===== src/rtl/addern_seq_if.sv =====
// addern_seq_if: start/done operand and result bundle
// for the multi-cycle adder/subtractor.
interface addern_seq_if #(
    parameter int n = 16
);
    logic         start;
    logic         sub;
    logic         carryin;
    logic [n-1:0] X;
    logic [n-1:0] Y;
    logic [n-1:0] S;
    logic         carryout;
    logic         overflow;
    logic         busy;
    logic         done;

    modport master (
        output start, sub, carryin, X, Y,
        input  S, carryout, overflow, busy, done
    );

    modport slave (
        input  start, sub, carryin, X, Y,
        output S, carryout, overflow, busy, done
    );
endinterface


===== src/rtl/addern_seq.sv =====
// addern_seq: multi-cycle n-bit adder/subtractor, K bits
// per clock through a single K-bit slice and registered carry.
module addern_seq #(
    parameter int n = 16,
    parameter int K = 4
) (
    input logic         Clock,
    input logic         Resetn,
    addern_seq_if.slave bus
);
    localparam int M  = n / K;
    localparam int CW = (M > 1) ? $clog2(M) : 1;

    typedef enum logic {IDLE, RUN} state_t;

    state_t        state_q, state_d;
    logic [n-1:0]  a_q, a_d;
    logic [n-1:0]  b_q, b_d;
    logic [n-1:0]  acc_q, acc_d;
    logic [n-1:0]  s_q, s_d;
    logic [CW-1:0] cnt_q, cnt_d;
    logic          carry_q, carry_d;
    logic          xmsb_q, xmsb_d;
    logic          ymsb_q, ymsb_d;
    logic          cout_q, cout_d;
    logic          ovf_q, ovf_d;
    logic          done_q, done_d;

    logic [n-1:0]  y_eff;
    logic [K:0]    slice;
    logic [n-1:0]  acc_nxt;
    logic          last;

    assign y_eff = bus.sub ? ~bus.Y : bus.Y;

    // Operands shift right each cycle so the slice always sees bit 0..K-1;
    // the sum enters the accumulator from the top.
    assign slice = {1'b0, a_q[K-1:0]}
                 + {1'b0, b_q[K-1:0]}
                 + {{K{1'b0}}, carry_q};

    assign acc_nxt = (acc_q >> K)
                   | (n'(slice[K-1:0]) << (n - K));

    assign last = (cnt_q == CW'(M - 1));

    always_comb begin
        state_d = state_q;
        a_d     = a_q;
        b_d     = b_q;
        acc_d   = acc_q;
        s_d     = s_q;
        cnt_d   = cnt_q;
        carry_d = carry_q;
        xmsb_d  = xmsb_q;
        ymsb_d  = ymsb_q;
        cout_d  = cout_q;
        ovf_d   = ovf_q;
        done_d  = 1'b0;
        unique case (state_q)
            IDLE: begin
                if (bus.start) begin
                    a_d     = bus.X;
                    b_d     = y_eff;
                    carry_d = bus.carryin ^ bus.sub;
                    xmsb_d  = bus.X[n-1];
                    ymsb_d  = y_eff[n-1];
                    acc_d   = '0;
                    cnt_d   = '0;
                    state_d = RUN;
                end
            end
            RUN: begin
                a_d     = a_q >> K;
                b_d     = b_q >> K;
                acc_d   = acc_nxt;
                carry_d = slice[K];
                cnt_d   = cnt_q + CW'(1);
                if (last) begin
                    s_d     = acc_nxt;
                    cout_d  = slice[K];
                    ovf_d   = (xmsb_q == ymsb_q)
                            && (acc_nxt[n-1] != xmsb_q);
                    done_d  = 1'b1;
                    cnt_d   = '0;
                    state_d = IDLE;
                end
            end
            default: state_d = IDLE;
        endcase
    end

    always_ff @(posedge Clock or negedge Resetn) begin
        if (!Resetn) begin
            state_q <= IDLE;
            a_q     <= '0;
            b_q     <= '0;
            acc_q   <= '0;
            s_q     <= '0;
            cnt_q   <= '0;
            carry_q <= 1'b0;
            xmsb_q  <= 1'b0;
            ymsb_q  <= 1'b0;
            cout_q  <= 1'b0;
            ovf_q   <= 1'b0;
            done_q  <= 1'b0;
        end else begin
            state_q <= state_d;
            a_q     <= a_d;
            b_q     <= b_d;
            acc_q   <= acc_d;
            s_q     <= s_d;
            cnt_q   <= cnt_d;
            carry_q <= carry_d;
            xmsb_q  <= xmsb_d;
            ymsb_q  <= ymsb_d;
            cout_q  <= cout_d;
            ovf_q   <= ovf_d;
            done_q  <= done_d;
        end
    end

    assign bus.S        = s_q;
    assign bus.carryout = cout_q;
    assign bus.overflow = ovf_q;
    assign bus.busy     = (state_q == RUN);
    assign bus.done     = done_q;
endmodule


===== src/flat_wrapper.sv =====
// flat-port wrapper written by rule: the top's interface ports become plain ports
module addern_seq_flat 
#(
    parameter int n = 16,
    parameter int K = 4
)
  (Clock, Resetn, bus_start, bus_sub, bus_carryin, bus_X, bus_Y, bus_S, bus_carryout, bus_overflow, bus_busy, bus_done);
  addern_seq_if #(.n(n)) bus_i ();
  input logic Clock;
  input logic Resetn;
  input wire logic [$bits(bus_i.start)-1:0] bus_start;
  input wire logic [$bits(bus_i.sub)-1:0] bus_sub;
  input wire logic [$bits(bus_i.carryin)-1:0] bus_carryin;
  input wire logic [$bits(bus_i.X)-1:0] bus_X;
  input wire logic [$bits(bus_i.Y)-1:0] bus_Y;
  output wire logic [$bits(bus_i.S)-1:0] bus_S;
  output wire logic [$bits(bus_i.carryout)-1:0] bus_carryout;
  output wire logic [$bits(bus_i.overflow)-1:0] bus_overflow;
  output wire logic [$bits(bus_i.busy)-1:0] bus_busy;
  output wire logic [$bits(bus_i.done)-1:0] bus_done;
  assign bus_i.start = bus_start;
  assign bus_i.sub = bus_sub;
  assign bus_i.carryin = bus_carryin;
  assign bus_i.X = bus_X;
  assign bus_i.Y = bus_Y;
  assign bus_S = bus_i.S;
  assign bus_carryout = bus_i.carryout;
  assign bus_overflow = bus_i.overflow;
  assign bus_busy = bus_i.busy;
  assign bus_done = bus_i.done;
  addern_seq #(.n(n), .K(K)) u_core (.Clock(Clock), .Resetn(Resetn), .bus(bus_i));
endmodule

===== config.mk =====
export PLATFORM = sky130hd
export DESIGN_NAME = addern_seq_flat
export DESIGN_NICKNAME = d
export VERILOG_FILES = /design/src/rtl/addern_seq_if.sv /design/src/rtl/addern_seq.sv /design/src/flat_wrapper.sv
export SDC_FILE = /design/constraint.sdc
export NUM_CORES = 1
export LEC_CHECK = 0
export CAP_MARGIN = 10
export CORE_UTILIZATION = 32
export CTS_CLUSTER_SIZE = 12
export DETAILED_ROUTE_END_ITERATION = 8
export MAX_ROUTING_LAYER = met4
export PLACE_DENSITY = 0.64
export SETUP_SLACK_MARGIN = 0.02
export SYNTH_ARGS = -nofsm -noshare
export SYNTH_HDL_FRONTEND = slang
export SYNTH_SLANG_ARGS = --single-unit

===== constraint.sdc =====
create_clock -name Clock -period 1.8 [get_ports Clock]
set_input_delay 0.27 -clock Clock [delete_from_list [all_inputs] [get_ports Clock]]
set_output_delay 0.27 -clock Clock [all_outputs]
set_load 0.03 [all_outputs]

**Run 1: signal wires by layer**

Drawn at 4 px/µm.
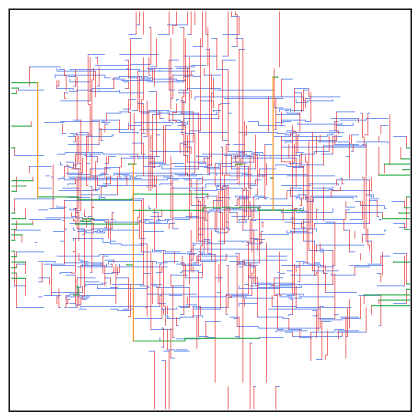
| colour | layer | wire length |
|---|---|---|
| green | met3 | 264 µm |
| red | met2 | 2,990 µm |
| blue | met1 | 2,910 µm |
| orange | met4 | 106 µm |
final wirelength: 6270 µm
DR vias: 2,186
WL/cell: 13.1 µm
gr usage total: 0.140

**Run 1: floorplan with the power grid**

Drawn at 4 px/µm. Pins as bars on the die edge. Tap cells in grey.
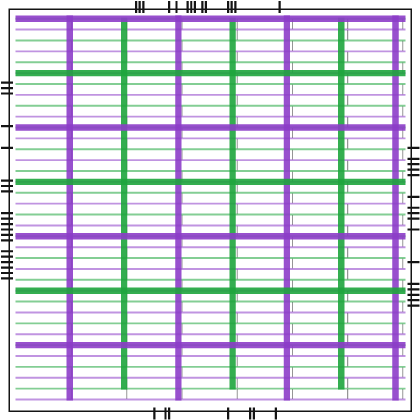
| colour | net |
|---|---|
| purple | VSS |
| green | VDD |
met5 straps: 7
signal pins: 57
Die Width: 100 µm
Core Region: 0.00928 mm²

**Run 1: signal wires on met2**

Drawn at 3 px/µm.
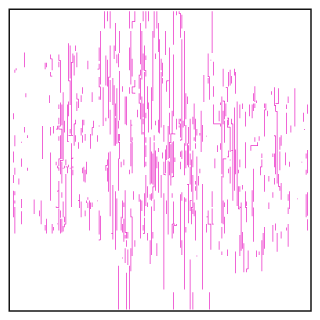
wire length on this layer: 2,990 µm
longest straight run: 35.0 µm
share of all routed wire: 48%
main direction: vertical
met2 usage: 0.220

**Run 1: met3 routing**

Drawn at 3 px/µm.
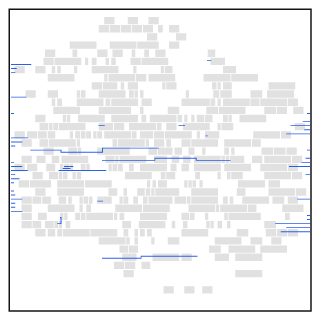
main direction: horizontal
share of all routed wire: 4.2%
M3 GR Usage: 0.0383

==> out/metrics.yaml, run 1 <==
critical_path:
  cp_top_family: "simple AND/OR/NAND/NOR gates"
  path_buffers: 0
  cp.depth: 5
  worstPathRequired_ns: 2.07
  critPathCaptureType: "flop"
  criticalPathCategory: "flop to flop"
  crit_fanout: 2
  r2r_slack_ns: 0.08
  crit_arrival_ns: 1.99
  cpPeakStageDelay_ns: 0.47
  path_cells: "fa_2 > nand3_1 > a21oi_1 > or4_1 > a31oi_1"
  cp_slowest_cell: "or4_1"
  cp-start-kind: "flop"
  reg2reg_depth: 5
layout:
  fin_area_mm2: 0.00407
  fin_cells: 478
  ff_latch_area_mm2: 0.00173
  finish.utilization: 0.438
  layout-drive-gt1-share: 0.0974
  fill_cells: 897
  n_antenna_cell: 0
  mi_logic_area_mm2: 0.00127
  area_growth_pct: 32.1
  nets: 387
pwr:
  p_int_mw: 4.28
  sw_frac_of_total: 0.366
  p_leak_nw: 1.78
  vdd_drop_max_uv: 586
  power_frac_seq: 0.398
  clkPwrFrac: 0.224
  combPwrFrac: 0.378
  power_density_mw_per_mm2: 1660
  p_switching_mw: 2.47
timing:
  worst_slack_ns: 0.0792
  maxSlewViolCount: 0
  setup_violations: 0
  fmax_ghz: 0.581
  fin_crit_sh: 0.956
  fin_crit_ns: 1.72
  rsz0062_at_grt: "true"
  worst_pin_slew_ns: 0.424
  hold_viol_final: 0
  relSlewSlack: 0.716
  fin_setup_tns_ns: 0
  fin_worst_skew_ns: 0.0108
logic_synthesis:
  async_flop_share: 1.00
  synth.top_cells.by_count: "69 x dfrtp_1, 61 x nand2_1, 40 x o21ai_1"
  netlist_instances: 288
  synth-area-yosys_mm2: 0.00308
  top_area_frac: 0.561
  most_common_cell: "dfrtp_1"
  synth_cell_types: 30
  flop_cell: "dfrtp_1"
  avgSynthCellArea_um2: 10.7
  ys_ff: 69
  ys_top_cells_by_area: "dfrtp_1 56%, nand2_1 7.4%, o21ai_1 6.5%"
  syn_area_mm2: 0.00308
  ys_cells: 288
  ys_warn_count: 0
  ys_seq_share: 0.561
  yosys.area.top_type: "dfrtp_1"
  edf_count: 0
  fp_nets: 331
floorplan:
  rows: 35
  initCoreUtil: 0.332
  chipArea_mm2: 0.0100
  pin_count: 57
place:
  port_buffers: 56
  placed_cells: 461
  dpl_cell_area_mm2: 0.00379
  gp_congestion: 0.789
  dp_hpwl_um: 4300
  place_ws_ns: -0.00610
cts:
  cts_buffers: 9
  clockRootBuffer: "clkbuf_8"
  cts_sinks: 69
  cts_tree: "built"
  clockBufferDepth: 2
  clk_pin_slew_ns: 0.08
  h-tree-depth: 3
  clkLatencyLatePin_ns: 0.35
global_route:
  antenna_found_initial: 0
  grt-ovfl-total: 0
  grt_pass1_wl_um: 10300
  grt_pass1_vias: 2158
  grt_max_degree: 70
route:
  viasPerCell: 4.57
  drtAntennaViolNets: 0
  drt-pass1-iter-count: 5
  drtIter0Drc: 59
  drcViolationCount: 0
job:
  max_cap_viol_count: 0
  warnings: 27
outcome:
  status: "finished clean"
hold_path:
  hold_depth: 2
  hold_class: "input port to flop"
[run 1: power by group through the flow]
stage          registers (mW)  clock network, mW  logic (mW)
6_report                 2.68               1.51        2.55
5_1_grt                  2.77               1.62        2.81
4_1_cts                  2.68               1.55        2.52
3_5_place_dp             2.70                  0        2.50
3_3_place_gp             2.67                  0        2.45
2_1_floorplan            2.93                  0        1.36
[run 1: path summary, 6_finish.rpt]
check | start | to
max in group asynchronous | Resetn | u_core.bus.S[12]$_DFFE_PN0P_
min reg2reg | u_core.cnt_q[0]$_DFFE_PN0P_ | u_core.cnt_q[0]$_DFFE_PN0P_
max | u_core.carry_q$_DFFE_PN0P_ | u_core.bus.overflow$_DFFE_PN0P_
min in group asynchronous | Resetn | u_core.acc_q[7]$_DFFE_PN0P_
max reg2reg | u_core.carry_q$_DFFE_PN0P_ | u_core.bus.overflow$_DFFE_PN0P_
min | bus_start | u_core.acc_q[11]$_DFFE_PN0P_
[run 1: routing by layer]
| metal | part of all wire | up-vias | GRT usage | routed length (µm) |
|---|---|---|---|---|
| met4 | 0.017 | 0 | 0.0569 | 106 |
| met1 | 0.46 | 1033 | 0.173 | 2910 |
| met2 | 0.48 | 55 | 0.220 | 2990 |
| met5 | 0 | - | - | 0 |
| li1 | - | 1089 | - | - |
| met3 | 0.042 | 9 | 0.0383 | 264 |
[run 1: flip-flops by register name (all words and copies together), names as in the netlist]
register	flops
u_core.bus.busy	1
u_core.b_q	16
u_core.bus.overflow	1
u_core.carry_q	1
u_core.ymsb_q	1
u_core.bus.done	1
u_core.cnt_q	2
u_core.acc_q	12
u_core.a_q	16
u_core.xmsb_q	1
u_core.bus.S	16
u_core.bus.carryout	1
[run 1: per-stage QoR]
stage / power (mW) / hold WS (ns)
final: 6.75 / 0.323
after global routing: 7.21 / 0.327
after CTS: 6.76 / 0.310
after detailed placement: 5.21 / 0.322
after global placement: 5.12 / 0.320
after floorplan: 4.29 / -0.0256
[run 1: placed cells by master (no fill, tap or decap), types with 2 or more instances in the layout]
cell type	count
nor2_1	12
o21ai_1	40
dfrtp_1	68
buf_4	5
buf_2	2
a211oi_1	4
buf_12	3
fa_2	2
a21oi_2	2
o21ai_0	7
clkdlybuf4s50_1	53
a22o_1	5
o211ai_1	2
mux2i_1	16
clkbuf_8	9
nand2_1	61
ha_1	3
bufinv_16	3
mux2_1	15
xnor2_1	17
[run 1: final cells by class]
type / instances / share of cell area
repair buffers: 64 / 0.159
clock buffers: 10 / 0.0314
multi-input cells: 197 / 0.313
inverters: 3 / 0.00461
clock inverters: 6 / 0.0274
flip-flops and latches: 69 / 0.425
well taps: 129 / 0.0397
[run 1: cell families after synthesis]
group | synth area share
AND-OR/OR-AND | 0.117
XOR/XNOR | 0.0512
adder cells (fa/ha/maj) | 0.0293
buffers and inverters | 0.0337
flip-flops | 0.561
multiplexers | 0.107
AND/OR/NAND/NOR | 0.101
[run 1: what timing repair did]
action | CTS | global route
resized | 1 | 4
hold buffers | 1 | 0
hold endpoints to repair | 69 | 0
setup buffers | 0 | 0
setup endpoints to repair | 3 | 3
**Run 1: clock nets**

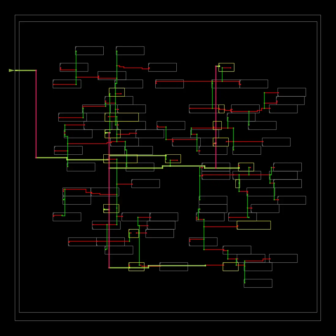

==> inputs of run 2 (changes only) <==
--- a/config.mk
+++ b/config.mk
@@ -6,6 +6,7 @@
 export NUM_CORES = 1
 export LEC_CHECK = 0
 export CAP_MARGIN = 10
+export CORE_MARGIN = 4
 export CORE_UTILIZATION = 32
 export CTS_CLUSTER_SIZE = 12
 export DETAILED_ROUTE_END_ITERATION = 8
**Run 2: clock nets**

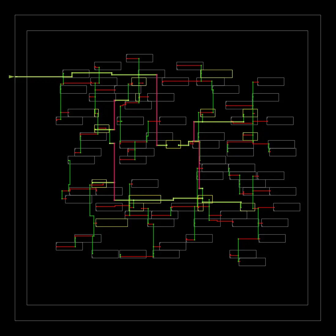
cts bufs inserted: 9
total clock sinks: 69
flop count: 69
worst skew pair latency: 0.34 ns
clk pwr: 1.51 mW

**Run 2: signal wires on met2**

Drawn at 2 px/µm.
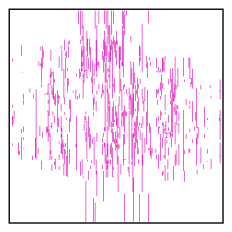
longest straight run: 35.0 µm
share of all routed wire: 48%
main direction: vertical
wire length on this layer: 2,980 µm

==> run 2 against run 1 <==
  * Synthesized cell count unchanged
  * Flip-flop count is the same
  * Die size up 12%
  * Fmax about the same
  * Clock skew shrank 0.0052 ns
  * Via count is 0.50% higher
  * Final area about the same
  * Worst setup slack better by 0.00093 ns
  * Core utilization about the same
  * First-iteration DRC count is 59% higher
  * Clock-buffer cell count is 2 higher
==> out/metrics.yaml, run 2 <==
logic_synthesis:
  most_common_cell: "dfrtp_1"
  ys_cells: 288  # unchanged
  ys_warn_count: 0  # unchanged
  ys_seq_share: 0.561  # unchanged
  top_area_frac: 0.561  # unchanged
  fp_nets: 331  # unchanged
  synth_cell_types: 30  # unchanged
  avgSynthCellArea_um2: 10.7  # unchanged
  synth-area-yosys_mm2: 0.00308  # unchanged
  edf_count: 0  # unchanged
  ys_ff: 69  # unchanged
  synth.top_cells.by_count: "69 x dfrtp_1, 61 x nand2_1, 40 x o21ai_1"
  yosys.area.top_type: "dfrtp_1"
  ys_top_cells_by_area: "dfrtp_1 56%, nand2_1 7.4%, o21ai_1 6.5%"
  flop_cell: "dfrtp_1"
  syn_area_mm2: 0.00308  # unchanged
  netlist_instances: 288  # unchanged
  async_flop_share: 1.00  # unchanged
route:
  drtIter0Drc: 94  # +59%
  viasPerCell: 4.59  # +0.29%
  wirelength_um: 6260  # -0.11%
  drt-pass1-iter-count: 4  # -1
  drcViolationCount: 0  # unchanged
  vias: 2197  # +0.50%
  drtAntennaViolNets: 0  # unchanged
  wl_per_cell_um: 13.1  # -0.32%
global_route:
  grtUsageTotal: 0.123  # -0.0178
  grt_pass1_vias: 2181  # +1.1%
  grt-ovfl-total: 0  # unchanged
  antenna_found_initial: 0  # unchanged
  grt_max_degree: 55  # -21%
  grt_pass1_wl_um: 10600  # +2.6%
pwr:
  combPwrFrac: 0.384  # +0.006
  power_density_mw_per_mm2: 1660  # +0.11%
  vdd_drop_max_uv: 584  # -0.37%
  sw_frac_of_total: 0.359  # -0.00719
  clkPwrFrac: 0.224  # about the same
  power_frac_seq: 0.392  # -0.006
  p_switching_mw: 2.43  # -1.8%
  p_leak_nw: 1.79  # +0.57%
  p_int_mw: 4.33  # +1.3%
timing:
  fin_crit_ns: 1.72  # -0.000935 ns
  setup_violations: 0  # unchanged
  fmax_ghz: 0.581  # about the same
  maxSlewViolCount: 0  # unchanged
  worst_slack_ns: 0.0802  # +0.000935 ns
  relSlewSlack: 0.680  # -0.0362
  fin_crit_sh: 0.955  # about the same
  fin_setup_tns_ns: 0  # unchanged
  worst_pin_slew_ns: 0.480  # +0.0559 ns
  hold_viol_final: 0  # unchanged
  rsz0062_at_grt: "true"
  fin_worst_skew_ns: 0.00555  # -0.00522 ns
place:
  dp_hpwl_um: 4530  # +5.3%
  place_ws_ns: -0.0229  # -0.0168 ns
  gp_congestion: 0.753  # -4.5%
  port_buffers: 56  # unchanged
  dpl_cell_area_mm2: 0.00379  # about the same
layout:
  final_cell_mix: "68 x dfrtp_1, 61 x nand2_1, 53 x clkdlybuf4s50_1, 40 x o21ai_1, 17 x xnor2_1"
  area_growth_pct: 32.2  # about the same
  fin_area_mm2: 0.00407  # about the same
  final_common_cell: "dfrtp_1"
  layout-drive-gt1-share: 0.0943  # -0.00314
  nets: 388  # +0.26%
  fill_cells: 920  # +2.6%
  n_antenna_cell: 0  # unchanged
  finish.utilization: 0.439  # about the same
critical_path:
  criticalPathCategory: "flop to flop"
  path_cells: "fa_2 > fa_2 > a21oi_1 > nor2_1 > nor2_1 > o21ai_1"
  path_buffers: 0  # unchanged
  cpPeakStageDelay_ns: 0.42  # -0.05 ns
  cp_slowest_cell: "fa_2"
  worstPathRequired_ns: 2.02  # -0.05 ns
  cp_top_family: "adder cells"
  rr_startpoint: "u_core.a_q[0]$_DFFE_PN0P_"
  setup.worst_path.start: "u_core.a_q[0]$_DFFE_PN0P_"
  crit_fanout: 2  # unchanged
  cp-start-kind: "flop"
  crit_arrival_ns: 1.94  # -0.05 ns
  critPathCaptureType: "flop"
floorplan:
  pin_count: 57  # unchanged
  initCoreUtil: 0.332  # unchanged
  fp.dieH_um: 106
  coreArea_mm2: 0.00928  # unchanged
  die_x_um: 106  # +6.0%
  chipArea_mm2: 0.0113  # +12%
  rows: 35  # unchanged
job:
  max_cap_viol_count: 0  # unchanged
  warnings: 27  # unchanged
hold_path:
  hp-start: "bus_start"
  hold_class: "input port to flop"
cts:
  clockBufferDepth: 2  # unchanged
  clockRootBuffer: "clkbuf_8"
  clk_pin_slew_ns: 0.07  # about the same
  h-tree-depth: 3  # unchanged
  cts_tree: "built"
  post_cts.repair.setup_buffers: 0  # unchanged
outcome:
  status: "finished clean"
## run 2: cell counts after synthesis
No cell type changed its count.
## run 2: kinds of logic after synthesis
logic type	after synthesis	synth area share
AND/OR/NAND/NOR	78	0.101
flip-flops	69	0.561
AND-OR/OR-AND	64	0.117
multiplexers	31	0.107
buffers and inverters	22	0.0337
XOR/XNOR	18	0.0512
adder cells (fa/ha/maj)	6	0.0293
## run 2: worst register-to-register path: cells and delay by family, from the launching register on
kind	cells	cell delay [ns]
flops	1	0.40
fa+ha+maj	2	0.79
simple gates	2	0.18
compound gates	2	0.23
## run 2: repair_timing
item                                   4_1_cts  5_1_grt
gates cloned                                 0        0
endpoints found under the hold margin       18        0
gates resized                                2        5
setup endpoints to repair                    2        3
pin swaps                                    0        2
hold buffers                                 1        0
## run 2: through the flow
step | total power, mW | hold slack [ns] | cells
final | 6.76 | 0.295 | 479
after global routing | 7.26 | 0.320 | 479
after CTS | 6.80 | 0.287 | 479
after detailed placement | 5.26 | 0.236 | 462
after global placement | 5.15 | 0.233 | 462
after floorplan | 4.29 | -0.0256 | 288
## run 2: power by group through the flow
stage                     logic [mW]  clock network [mW]  registers [mW]
after floorplan                 1.36                   0            2.93
after global placement          2.51                   0            2.65
after detailed placement        2.58                   0            2.68
after CTS                       2.60                1.55            2.65
after global routing            2.91                1.61            2.75
final                           2.60                1.51            2.65
## run 2: final timing paths
| path | to | slack (ns) | cells past startpoint |
|---|---|---|---|
| max | u_core.bus.carryout$_DFFE_PN0P_ | 0.08 | 6 |
| min | u_core.a_q[15]$_DFFE_PN0P_ | 0.29 | 3 |
| max reg2reg | u_core.bus.carryout$_DFFE_PN0P_ | 0.08 | 6 |
| min reg2reg | u_core.bus.S[3]$_DFFE_PN0P_ | 0.48 | 1 |
| max in group asynchronous | u_core.b_q[14]$_DFFE_PN0P_ | 0.79 | 3 |
| min in group asynchronous | u_core.bus.S[1]$_DFFE_PN0P_ | 0.40 | 2 |
## run 2: layer usage
| metal | vias to the layer above | share of wire | global-route usage |
|---|---|---|---|
| met4 | 0 | 0.019 | 0.0500 |
| met2 | 57 | 0.48 | 0.187 |
| li1 | 1095 | - | - |
| met3 | 13 | 0.051 | 0.0383 |
| met1 | 1032 | 0.45 | 0.152 |
| met5 | - | 0 | - |
## run 2: area by class of cell
class / instances / area [µm²] / share of cell area
Sequential cell: 69 / 1730 / 0.424
Clock inverter: 4 / 95.1 / 0.0234
Timing Repair Buffer: 65 / 648 / 0.159
Multi-Input combinational cell: 197 / 1270 / 0.313
Clock buffer: 12 / 145 / 0.0356
Tap cell: 129 / 161 / 0.0396
Inverter: 3 / 18.8 / 0.00461
==> inputs of run 3 (changes only) <==
--- a/config.mk
+++ b/config.mk
@@ -8,8 +8,10 @@
 export CAP_MARGIN = 10
 export CORE_MARGIN = 4
 export CORE_UTILIZATION = 32
+export CTS_CLUSTER_DIAMETER = 120
 export CTS_CLUSTER_SIZE = 12
 export DETAILED_ROUTE_END_ITERATION = 8
+export HOLD_SLACK_MARGIN = 0.15
 export MAX_ROUTING_LAYER = met4
 export PLACE_DENSITY = 0.64
 export SETUP_SLACK_MARGIN = 0.02
**Run 3: clock nets**

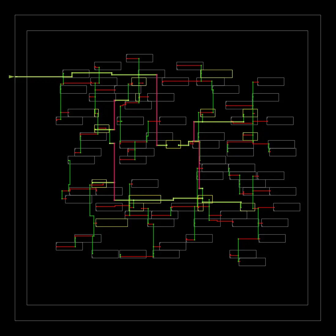
Worst Skew: 0.00555 ns
clkbuf count: 12

==> run 3 against run 2 <==
  * Critical path depth is the same
  * Fmax is the same
  * Sequential power is essentially flat
  * Final cell count is the same
  * Largest cell class unchanged
  * Clock-buffer cell count is the same
  * Hold slack is the same
  * Non-clock buffer count is the same
  * Power is the same
  * Flip-flop count is the same
==> out/metrics.yaml, run 3 <==
outcome:
  status: "finished clean"
logic_synthesis:
  ys_ff: 69  # unchanged
  synth_cell_types: 30  # unchanged
  netlist_instances: 288  # unchanged
  synth-area-yosys_mm2: 0.00308  # unchanged
  ys_cells: 288  # unchanged
  ys_top_cells_by_area: "dfrtp_1 56%, nand2_1 7.4%, o21ai_1 6.5%"
  flop_cell: "dfrtp_1"
  avgSynthCellArea_um2: 10.7  # unchanged
  async_flop_share: 1.00  # unchanged
  ys_seq_share: 0.561  # unchanged
  fp_nets: 331  # unchanged
  yosys.area.top_type: "dfrtp_1"
  edf_count: 0  # unchanged
  most_common_cell: "dfrtp_1"
  syn_area_mm2: 0.00308  # unchanged
  ys_warn_count: 0  # unchanged
  synth.top_cells.by_count: "69 x dfrtp_1, 61 x nand2_1, 40 x o21ai_1"
  top_area_frac: 0.561  # unchanged
global_route:
  grt_max_degree: 55  # unchanged
  grtUsageTotal: 0.123  # unchanged
  grt_pass1_vias: 2181  # unchanged
  grt-ovfl-total: 0  # unchanged
  grt_pass1_wl_um: 10600  # unchanged
  antenna_found_initial: 0  # unchanged
route:
  wirelength_um: 6260  # unchanged
  drt-pass1-iter-count: 4  # unchanged
  drcViolationCount: 0  # unchanged
  drtIter0Drc: 94  # unchanged
  drtAntennaViolNets: 0  # unchanged
  wl_per_cell_um: 13.1  # unchanged
  vias: 2197  # unchanged
  viasPerCell: 4.59  # unchanged
timing:
  maxSlewViolCount: 0  # unchanged
  relSlewSlack: 0.680  # unchanged
  worst_pin_slew_ns: 0.480  # unchanged
  fmax_ghz: 0.581  # unchanged
  rsz0062_at_grt: "true"
  fin_crit_sh: 0.955  # unchanged
  setup_violations: 0  # unchanged
  hold_viol_final: 0  # unchanged
  fin_crit_ns: 1.72  # unchanged
layout:
  final_common_cell: "dfrtp_1"
  nets: 388  # unchanged
  final_cell_mix: "68 x dfrtp_1, 61 x nand2_1, 53 x clkdlybuf4s50_1, 40 x o21ai_1, 17 x xnor2_1"
  n_antenna_cell: 0  # unchanged
  layout-drive-gt1-share: 0.0943  # unchanged
  fill_cells: 920  # unchanged
  area_growth_pct: 32.2  # unchanged
  finish.utilization: 0.439  # unchanged
pwr:
  p_total_mw: 6.76  # unchanged
  sw_frac_of_total: 0.359  # unchanged
  clkPwrFrac: 0.224  # about the same
  power_density_mw_per_mm2: 1660  # unchanged
  power_frac_seq: 0.392  # about the same
  p_int_mw: 4.33  # unchanged
  p_leak_nw: 1.79  # unchanged
  p_switching_mw: 2.43  # unchanged
  combPwrFrac: 0.384  # about the same
  vdd_drop_max_uv: 584  # unchanged
critical_path:
  crit_fanout: 2  # unchanged
  rr_startpoint: "u_core.a_q[0]$_DFFE_PN0P_"
  crit_arrival_ns: 1.94  # about the same
  r2r-end: "u_core.bus.carryout$_DFFE_PN0P_"
  critPathCaptureType: "flop"
  cp-start-kind: "flop"
  worstPathRequired_ns: 2.02  # about the same
  reg2reg_depth: 6  # unchanged
  r2r_slack_ns: 0.08  # about the same
  criticalPathCategory: "flop to flop"
cts:
  cts_sinks: 69  # unchanged
  clk_pin_slew_ns: 0.07  # about the same
  post_cts.repair.setup_buffers: 0  # unchanged
  clkLatencyLatePin_ns: 0.34  # about the same
  h-tree-depth: 3  # unchanged
  cts_buffers: 9  # unchanged
  clockBufferDepth: 2  # unchanged
  cts_tree: "built"
  clockRootBuffer: "clkbuf_8"
place:
  gp_congestion: 0.753  # unchanged
  port_buffers: 56  # unchanged
  dp_hpwl_um: 4530  # unchanged
hold_path:
  min_to: "u_core.a_q[15]$_DFFE_PN0P_"
  hp-start: "bus_start"
  hold_depth: 3  # unchanged
  hold_class: "input port to flop"
floorplan:
  initCoreUtil: 0.332  # unchanged
  fp.dieH_um: 106  # unchanged
  die_x_um: 106  # unchanged
  chipArea_mm2: 0.0113  # unchanged
  coreArea_mm2: 0.00928  # unchanged
  pin_count: 57  # unchanged
  rows: 35  # unchanged
job:
  warnings: 27  # unchanged
  max_cap_viol_count: 0  # unchanged
**Run 3: floorplan with the power grid**

Drawn at 4 px/µm. Pins as bars on the die edge. Tap cells in grey.
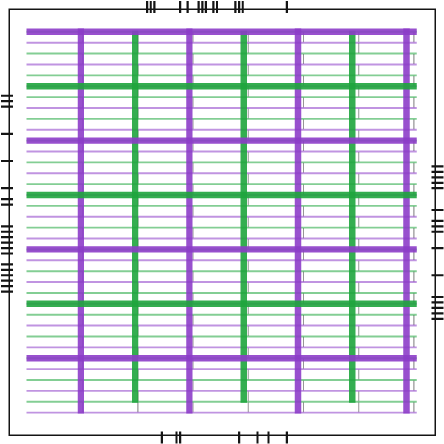
| colour | net |
|---|---|
| purple | VSS |
| green | VDD |
met5 straps: 7
met4 straps: 7
rows: 35

## run 3: power by group through the flow
stage / clock network, mW / logic [mW] / registers [mW]
floorplan: 0 / 1.36 / 2.93
global placement: 0 / 2.51 / 2.65
detailed placement: 0 / 2.58 / 2.68
CTS: 1.55 / 2.60 / 2.65
global route: 1.61 / 2.91 / 2.75
finish: 1.51 / 2.60 / 2.65
## run 3: worst max path at each step
stage,start,end,depth (start not counted)
floorplan,u_core.carry_q$_DFFE_PN0P_,u_core.bus.overflow$_DFFE_PN0P_,5
global placement,u_core.carry_q$_DFFE_PN0P_,u_core.bus.carryout$_DFFE_PN0P_,6
detailed placement,u_core.carry_q$_DFFE_PN0P_,u_core.bus.carryout$_DFFE_PN0P_,6
CTS,u_core.bus.busy$_DFF_PN0_,bus_busy,1
global route,u_core.a_q[0]$_DFFE_PN0P_,u_core.bus.carryout$_DFFE_PN0P_,6
finish,u_core.a_q[0]$_DFFE_PN0P_,u_core.bus.carryout$_DFFE_PN0P_,6
## run 3: per-stage QoR
| step | hold slack, ns | setup slack, ns | std cells | instance area [µm²] | setup TNS, ns |
|---|---|---|---|---|---|
| global route | 0.320 | 0.0127 | 479 | 4070 | 0 |
| detailed placement | 0.236 | -0.0229 | 462 | 3790 | -0.0387 |
| CTS | 0.287 | 0.0432 | 479 | 4050 | 0 |
| finish | 0.295 | 0.0802 | 479 | 4070 | 0 |
| global placement | 0.233 | 0.0266 | 462 | 3790 | 0 |
| floorplan | -0.0256 | 0.0833 | 288 | 3080 | 0 |
## run 3: critical path: stages (launching register included)
cell     delay [ns]
dfrtp_1        0.40
fa_2           0.42
fa_2           0.36
a21oi_1        0.15
nor2_1         0.05
nor2_1         0.13
o21ai_1        0.08
## run 3: layer usage
metal | up-vias | track usage | part of all wire | wire length (µm)
met3 | 13 | 0.0383 | 0.051 | 321
met2 | 57 | 0.187 | 0.48 | 2980
met5 | - | - | 0 | 0
met1 | 1032 | 0.152 | 0.45 | 2840
li1 | 1095 | - | - | -
met4 | 0 | 0.0500 | 0.019 | 119
## run 3: cell type report
cell class                      instances  area [µm²]  area share
Clock inverter                          4        95.1      0.0234
Timing Repair Buffer                   65         648       0.159
Multi-Input combinational cell        197        1270       0.313
Inverter                                3        18.8     0.00461
Sequential cell                        69        1730       0.424
Tap cell                              129         161      0.0396
Clock buffer                           12         145      0.0356
## run 3: logic make-up after synthesis
group / synth area share
flops: 0.561
fa+ha+maj: 0.0293
simple gates: 0.101
buf+inv: 0.0337
xor+xnor: 0.0512
mux: 0.107
compound gates: 0.117
## run 3: what timing repair did
action	in CTS	in global routing
hold buffers	1	0
endpoints found under the hold margin	18	0
pin swaps	0	2
gates resized	2	5
setup endpoints to repair	2	3
Power and IR drop assume default switching activity.
